[config.mk]
export PLATFORM = sky130hd
export DESIGN_NAME = xor_decrypt_rx
export DESIGN_NICKNAME = d
export VERILOG_FILES = /design/src/rtl/xor_decrypt_rx.sv
export SDC_FILE = /design/constraint.sdc
export NUM_CORES = 1
export LEC_CHECK = 0
export ABC_AREA = 1
export CAP_MARGIN = 20
export CORE_UTILIZATION = 50
export CTS_BUF_LIST = sky130_fd_sc_hd__clkbuf_8
export CTS_CLUSTER_SIZE = 16
export DETAILED_ROUTE_END_ITERATION = 12
export GPL_TIMING_DRIVEN = 0
export PLACE_DENSITY = 0.68
export SYNTH_ARGS = -nofsm -noshare
export SYNTH_HDL_FRONTEND = slang
export SYNTH_SLANG_ARGS = --single-unit
export TNS_END_PERCENT = 20
[constraint.sdc]
create_clock -name clk -period 2.08 [get_ports clk]
set_input_delay 0.312 -clock clk [delete_from_list [all_inputs] [get_ports clk]]
set_output_delay 0.312 -clock clk [all_outputs]
set_load 0.02 [all_outputs]
[src/rtl/xor_decrypt_rx.sv]
// Serial ciphertext receiver: deserializes one frame, XORs it with a repeating serial key, re-serializes plaintext.
// Optional XOR_RX_KEY_CLEAR_EN: key and oKey_valid are wiped when a frame completes (one-time key).
module xor_decrypt_rx #(
    parameter int MSG_SIZE = 64,
    parameter int KEY_SIZE = 8
) (
    input  logic clk,
    input  logic rst_n,
    input  logic ena,
    input  logic iKey_in,
    input  logic iKey_flag,
    input  logic iData_in,
    input  logic iData_flag,
    output logic oData_out,
    output logic oData_flag,
    output logic oKey_valid,
    output logic oBusy,
    output logic oError,
    output logic oDone
);
    localparam int CW = $clog2(MSG_SIZE) + 1;
    localparam int KW = $clog2(KEY_SIZE) + 1;
    localparam logic [CW-1:0] MSG_CNT  = CW'(MSG_SIZE);
    localparam logic [CW-1:0] MSG_LAST = CW'(MSG_SIZE - 1);
    localparam logic [KW-1:0] KEY_CNT  = KW'(KEY_SIZE);

    typedef enum logic [1:0] {IDLE, RECV, DECRYPT, SEND} state_t;

    state_t                state_q, state_d;
    logic [CW-1:0]         cnt_q, cnt_d;
    logic [MSG_SIZE-1:0]   ct_q, ct_d;
    logic [MSG_SIZE-1:0]   pt_q, pt_d;
    logic [KEY_SIZE-1:0]   key_q, key_d;
    logic [KW-1:0]         kcnt_q, kcnt_d;
    logic                  key_valid_q, key_valid_d;
    logic                  kflag_prev_q, kflag_prev_d;
    logic                  arm_q, arm_d;
    logic                  out_q, out_d;
    logic                  oflag_q, oflag_d;
    logic                  err_q, err_d;
    logic                  done_q, done_d;

    always_ff @(posedge clk) begin
        if (!rst_n) begin
            state_q      <= IDLE;
            cnt_q        <= '0;
            ct_q         <= '0;
            pt_q         <= '0;
            key_q        <= '0;
            kcnt_q       <= '0;
            key_valid_q  <= 1'b0;
            kflag_prev_q <= 1'b0;
            arm_q        <= 1'b0;
            out_q        <= 1'b0;
            oflag_q      <= 1'b0;
            err_q        <= 1'b0;
            done_q       <= 1'b0;
        end else if (ena) begin
            state_q      <= state_d;
            cnt_q        <= cnt_d;
            ct_q         <= ct_d;
            pt_q         <= pt_d;
            key_q        <= key_d;
            kcnt_q       <= kcnt_d;
            key_valid_q  <= key_valid_d;
            kflag_prev_q <= kflag_prev_d;
            arm_q        <= arm_d;
            out_q        <= out_d;
            oflag_q      <= oflag_d;
            err_q        <= err_d;
            done_q       <= done_d;
        end
    end

    always_comb begin
        state_d      = state_q;
        cnt_d        = cnt_q;
        ct_d         = ct_q;
        pt_d         = pt_q;
        key_d        = key_q;
        kcnt_d       = kcnt_q;
        key_valid_d  = key_valid_q;
        kflag_prev_d = iKey_flag;
        arm_d        = arm_q;
        out_d        = 1'b0;
        oflag_d      = 1'b0;
        err_d        = 1'b0;
        done_d       = 1'b0;

        case (state_q)
            IDLE: begin
                // a frame may only start after the data flag has been seen low here
                if (!iData_flag) begin
                    arm_d = 1'b1;
                end else if (arm_q) begin
                    ct_d    = {ct_q[MSG_SIZE-2:0], iData_in};
                    cnt_d   = CW'(1);
                    arm_d   = 1'b0;
                    state_d = RECV;
                end
            end
            RECV: begin
                if (iData_flag) begin
                    ct_d  = {ct_q[MSG_SIZE-2:0], iData_in};
                    cnt_d = cnt_q + CW'(1);
                    if (cnt_q == MSG_LAST) state_d = DECRYPT;
                end else begin
                    err_d   = 1'b1;
                    ct_d    = '0;
                    cnt_d   = '0;
                    state_d = IDLE;
                end
            end
            DECRYPT: begin
                cnt_d = '0;
                if (!key_valid_q) begin
                    err_d   = 1'b1;
                    state_d = IDLE;
                end else begin
                    pt_d    = ct_q ^ {(MSG_SIZE / KEY_SIZE){key_q}};
                    state_d = SEND;
                end
            end
            SEND: begin
                if (cnt_q != MSG_CNT) begin
                    out_d   = pt_q[MSG_SIZE-1];
                    oflag_d = 1'b1;
                    pt_d    = {pt_q[MSG_SIZE-2:0], 1'b0};
                    cnt_d   = cnt_q + CW'(1);
                end else begin
                    done_d  = 1'b1;
                    cnt_d   = '0;
                    state_d = IDLE;
                end
            end
            default: state_d = IDLE;
        endcase

        if (state_q != DECRYPT && state_q != SEND) begin
            if (iKey_flag) key_d = {key_q[KEY_SIZE-2:0], iKey_in};
            if (iKey_flag && !kflag_prev_q) begin
                kcnt_d      = KW'(1);
                key_valid_d = 1'b0;
            end else begin
                if (iKey_flag && kcnt_q != KEY_CNT) kcnt_d = kcnt_q + KW'(1);
                if (kcnt_q == KEY_CNT) key_valid_d = 1'b1;
            end
        end

`ifdef XOR_RX_KEY_CLEAR_EN
        // counter must clear too, otherwise valid would re-assert from the saturated count
        if (done_d) begin
            key_d       = '0;
            kcnt_d      = '0;
            key_valid_d = 1'b0;
        end
`else
`endif
    end

    assign oData_out  = out_q;
    assign oData_flag = oflag_q;
    assign oKey_valid = key_valid_q;
    assign oBusy      = (state_q != IDLE);
    assign oError     = err_q;
    assign oDone      = done_q;
endmodule

Figure 1. Local utilization.
13 x 13 tiles, from white (low) to dark blue (high), 0 to 100% covered.
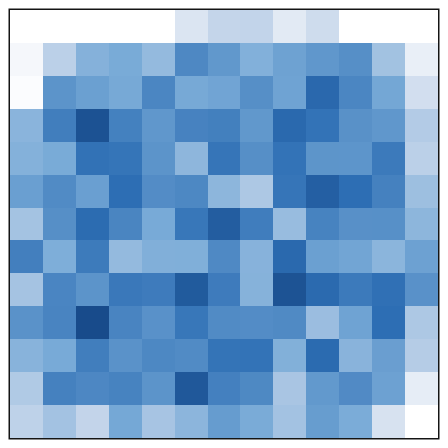
nearly empty tiles: 5.9%
fullest tile: 89%
mean over tiles: 52%
fin util: 0.575
Floorplan Utilization: 0.519
core area: 0.0148 sq mm

Figure 2. M1 wires.
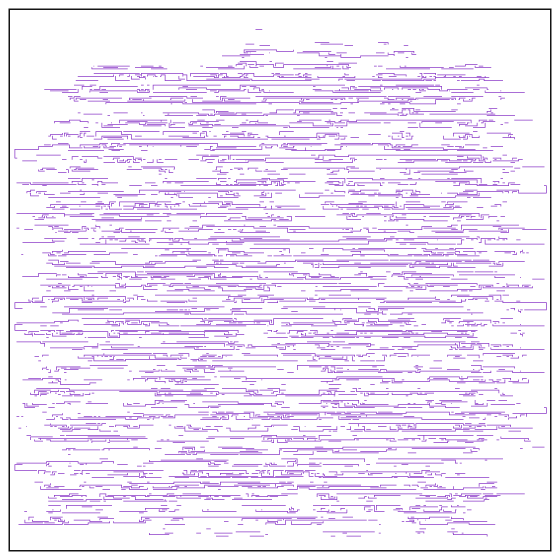
share of all routed wire: 48%
longest straight run: 40.9 um
main direction: horizontal
nets with wire on the layer: 1176
wire length on this layer: 10400 um

==> impl_metrics.toml <==
# synthesis and place-and-route metrics
[outcome]
status = "finished, final reports clean"

[timing]
hold_viol = 0
slew_violations = 0
fmax_ghz = 0.502
worstMarginPinSlew_ns = 0.837
min_period_over_period = 0.958
timing.final.ws_setup_ns = 0.0868
slew_headroom = 0.442

[logic_synthesis]
fp_nets = 1189
edf_count = 0
yosysUniqueCellTypes = 27
synth-area-yosys_sq_mm = 0.00766
synth_top_area_share = 0.408
ys_cells = 1173
synth-seq-area-share = 0.408
synthTopCellsByArea = "dfxtp_1, nand2_1, a21oi_1"
syn_area_sq_mm = 0.00766
largest_area_cell = "dfxtp_1"
ys.flop_type = "dfxtp_1"
yosys-top-cells-count = "nand2_1, inv_1, dfxtp_1, nor2_1, a21oi_1"
yosysWarnings = 0

[power]
sequentialPower_mw = 3.65
pwr-share-seq = 0.439
power_combinational_mw = 2.25
power_density_mw_per_mm2 = 980
vdd_drop_max_uv = 703
power_leader = "registers"
p_total_mw = 8.31
p_clk_frac = 0.290
p_clk_mw = 2.41
p_leak_nw = 3.91
intPower_mw = 5.38

[routing]
first_iter_violations = 859
ant_nets = 0
drc = 0

[floorplan]
ios = 13
chipArea_sq_mm = 0.0158
die-width_um = 126
rows = 44
n_tap_cell = 184

[grt]
grt_use_total = 0.284
antenna_found_initial = 0
grt_max_degree = 17
grt_pass1_wl_um = 34900

[critical_path]
end_kind = "register"
path_depth = 9
cp.arrival_ns = 2.35
critPathLaunchType = "register"
path_delay_family = "buffers and inverters"
crit_path_max_fanout = 10
worstSetupPathType = "reg -> reg"
worstPathCellList = "inv_1 > ha_1 > inv_1 > nand2_1 > inv_1 > nand3_1 > clkbuf_1 > o21ai_0 > a21oi_1"
crit_required_ns = 2.43
r2r_end = "key_q[5]"
endpoint = "key_q[5]"
crit_buf_inv = 4
cpMaxStageDelayCell = "dfxtp_1"
crit_start = "state_q[0]"

[place]
place_ws_ns = -0.279
dp_hpwl_um = 13500
gp_congestion = 0.832
place_inst = 1368

[cts]
clk_pin_slew_ns = 0.09
cts_tree = "done"
cts_buffers = 17
cts_root_buffer = "clkbuf_8"
h-tree-depth = 4
clk_latency_ns = 0.48

[final_layout]
sh_seq_area = 0.368
comb_area_share = 0.423
finish.instance_area_sq_mm = 0.00848
layout.cells.non_filler = 1401
syn_to_final_growth_pct = 10.7
logic_area_sq_mm = 0.00359
clkbuf_count = 17
largestRegisters = "ct_q: 64 flops, pt_q: 64 flops, key_q: 8 flops"
dominant_cells = "multi-input combinational cells"
nonClkBufAreaFrac = 0.0567
drive_above_1_share = 0.0690
n_fill_cell = 1478

[hold_path]
hp-class = "in -> reg"
holdPathStages = 3
holdPathEnd = "oKey_valid"

[job]
warnings = 33
cap_violations = 0
Figure 3. Register map, names as in the netlist.
Other sequential cells in the stronger grey, the rest of the logic in the fainter grey.
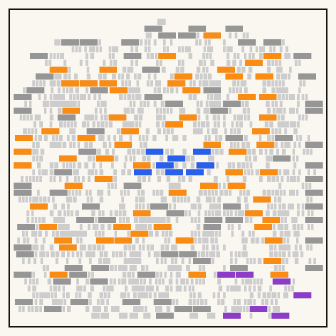
[orange] ct_q | placed flops: 64
[blue] key_q | placed flops: 8 | where: middle
[purple] cnt_q | placed flops: 7 | where: bottom right
not coloured: 77

## layer usage
layer	vias to the layer above	wire (um)	share of wire	track usage
met5	-	0	0	0
met4	0	522	0.024	0.108
met2	223	9260	0.43	0.427
li1	3782	-	-	-
met1	3373	10400	0.48	0.406
met3	39	1520	0.070	0.0497
## tightest hold or removal path: stages
cell,delay (ns)
clkbuf_1,0.28
o21ai_1,0.23
a21oi_1,0.06
## cells in the final DEF (no fill, tap or decap), types with 4 or more instances in the layout
cell / count
a21oi_1: 144
a22oi_1: 63
buf_1: 9
buf_2: 18
clkbuf_1: 27
clkbuf_2: 14
clkbuf_8: 17
clkdlybuf4s50_1: 10
clkinv_2: 8
clkinvlp_4: 7
dfxtp_1: 156
ha_1: 8
inv_1: 161
nand2_1: 295
nand3_1: 11
nand4_1: 4
nor2_1: 152
nor3_1: 68
o21ai_0: 14
## timing repair
action / 4_1_cts / 5_1_grt
gates resized: 15 / 23
cloned: 0 / 0
pin swaps: 1 / 1
endpoints found under the setup margin: 93 / 121
setup buffers: 1 / 1
## cells by family (layout without fill, tap and decap cells)
kind of cell             count (synthesis)  count (layout)  synth area share
adder cells (fa/ha/maj)                  9               9            0.0147
XOR/XNOR                                 2               2           0.00229
buffers and inverters                  244             288             0.125
AND/OR/NAND/NOR                        532             532             0.276
AND-OR/OR-AND                          230             230             0.175
flip-flops                             156             156             0.408
## through the flow
| step | hold WS (ns) | utilization | setup TNS [ns] |
|---|---|---|---|
| finish | 0.458 | 0.575 | 0 |
| global route | 0.470 | 0.575 | -0.827 |
| CTS | 0.433 | 0.572 | 0 |
| detailed placement | 0.460 | 0.542 | -20.47 |
| global placement | 0.457 | 0.542 | -18.80 |
| floorplan | 0.431 | - | 0 |
No activity file was given, so power comes from the tool's default toggle rates.
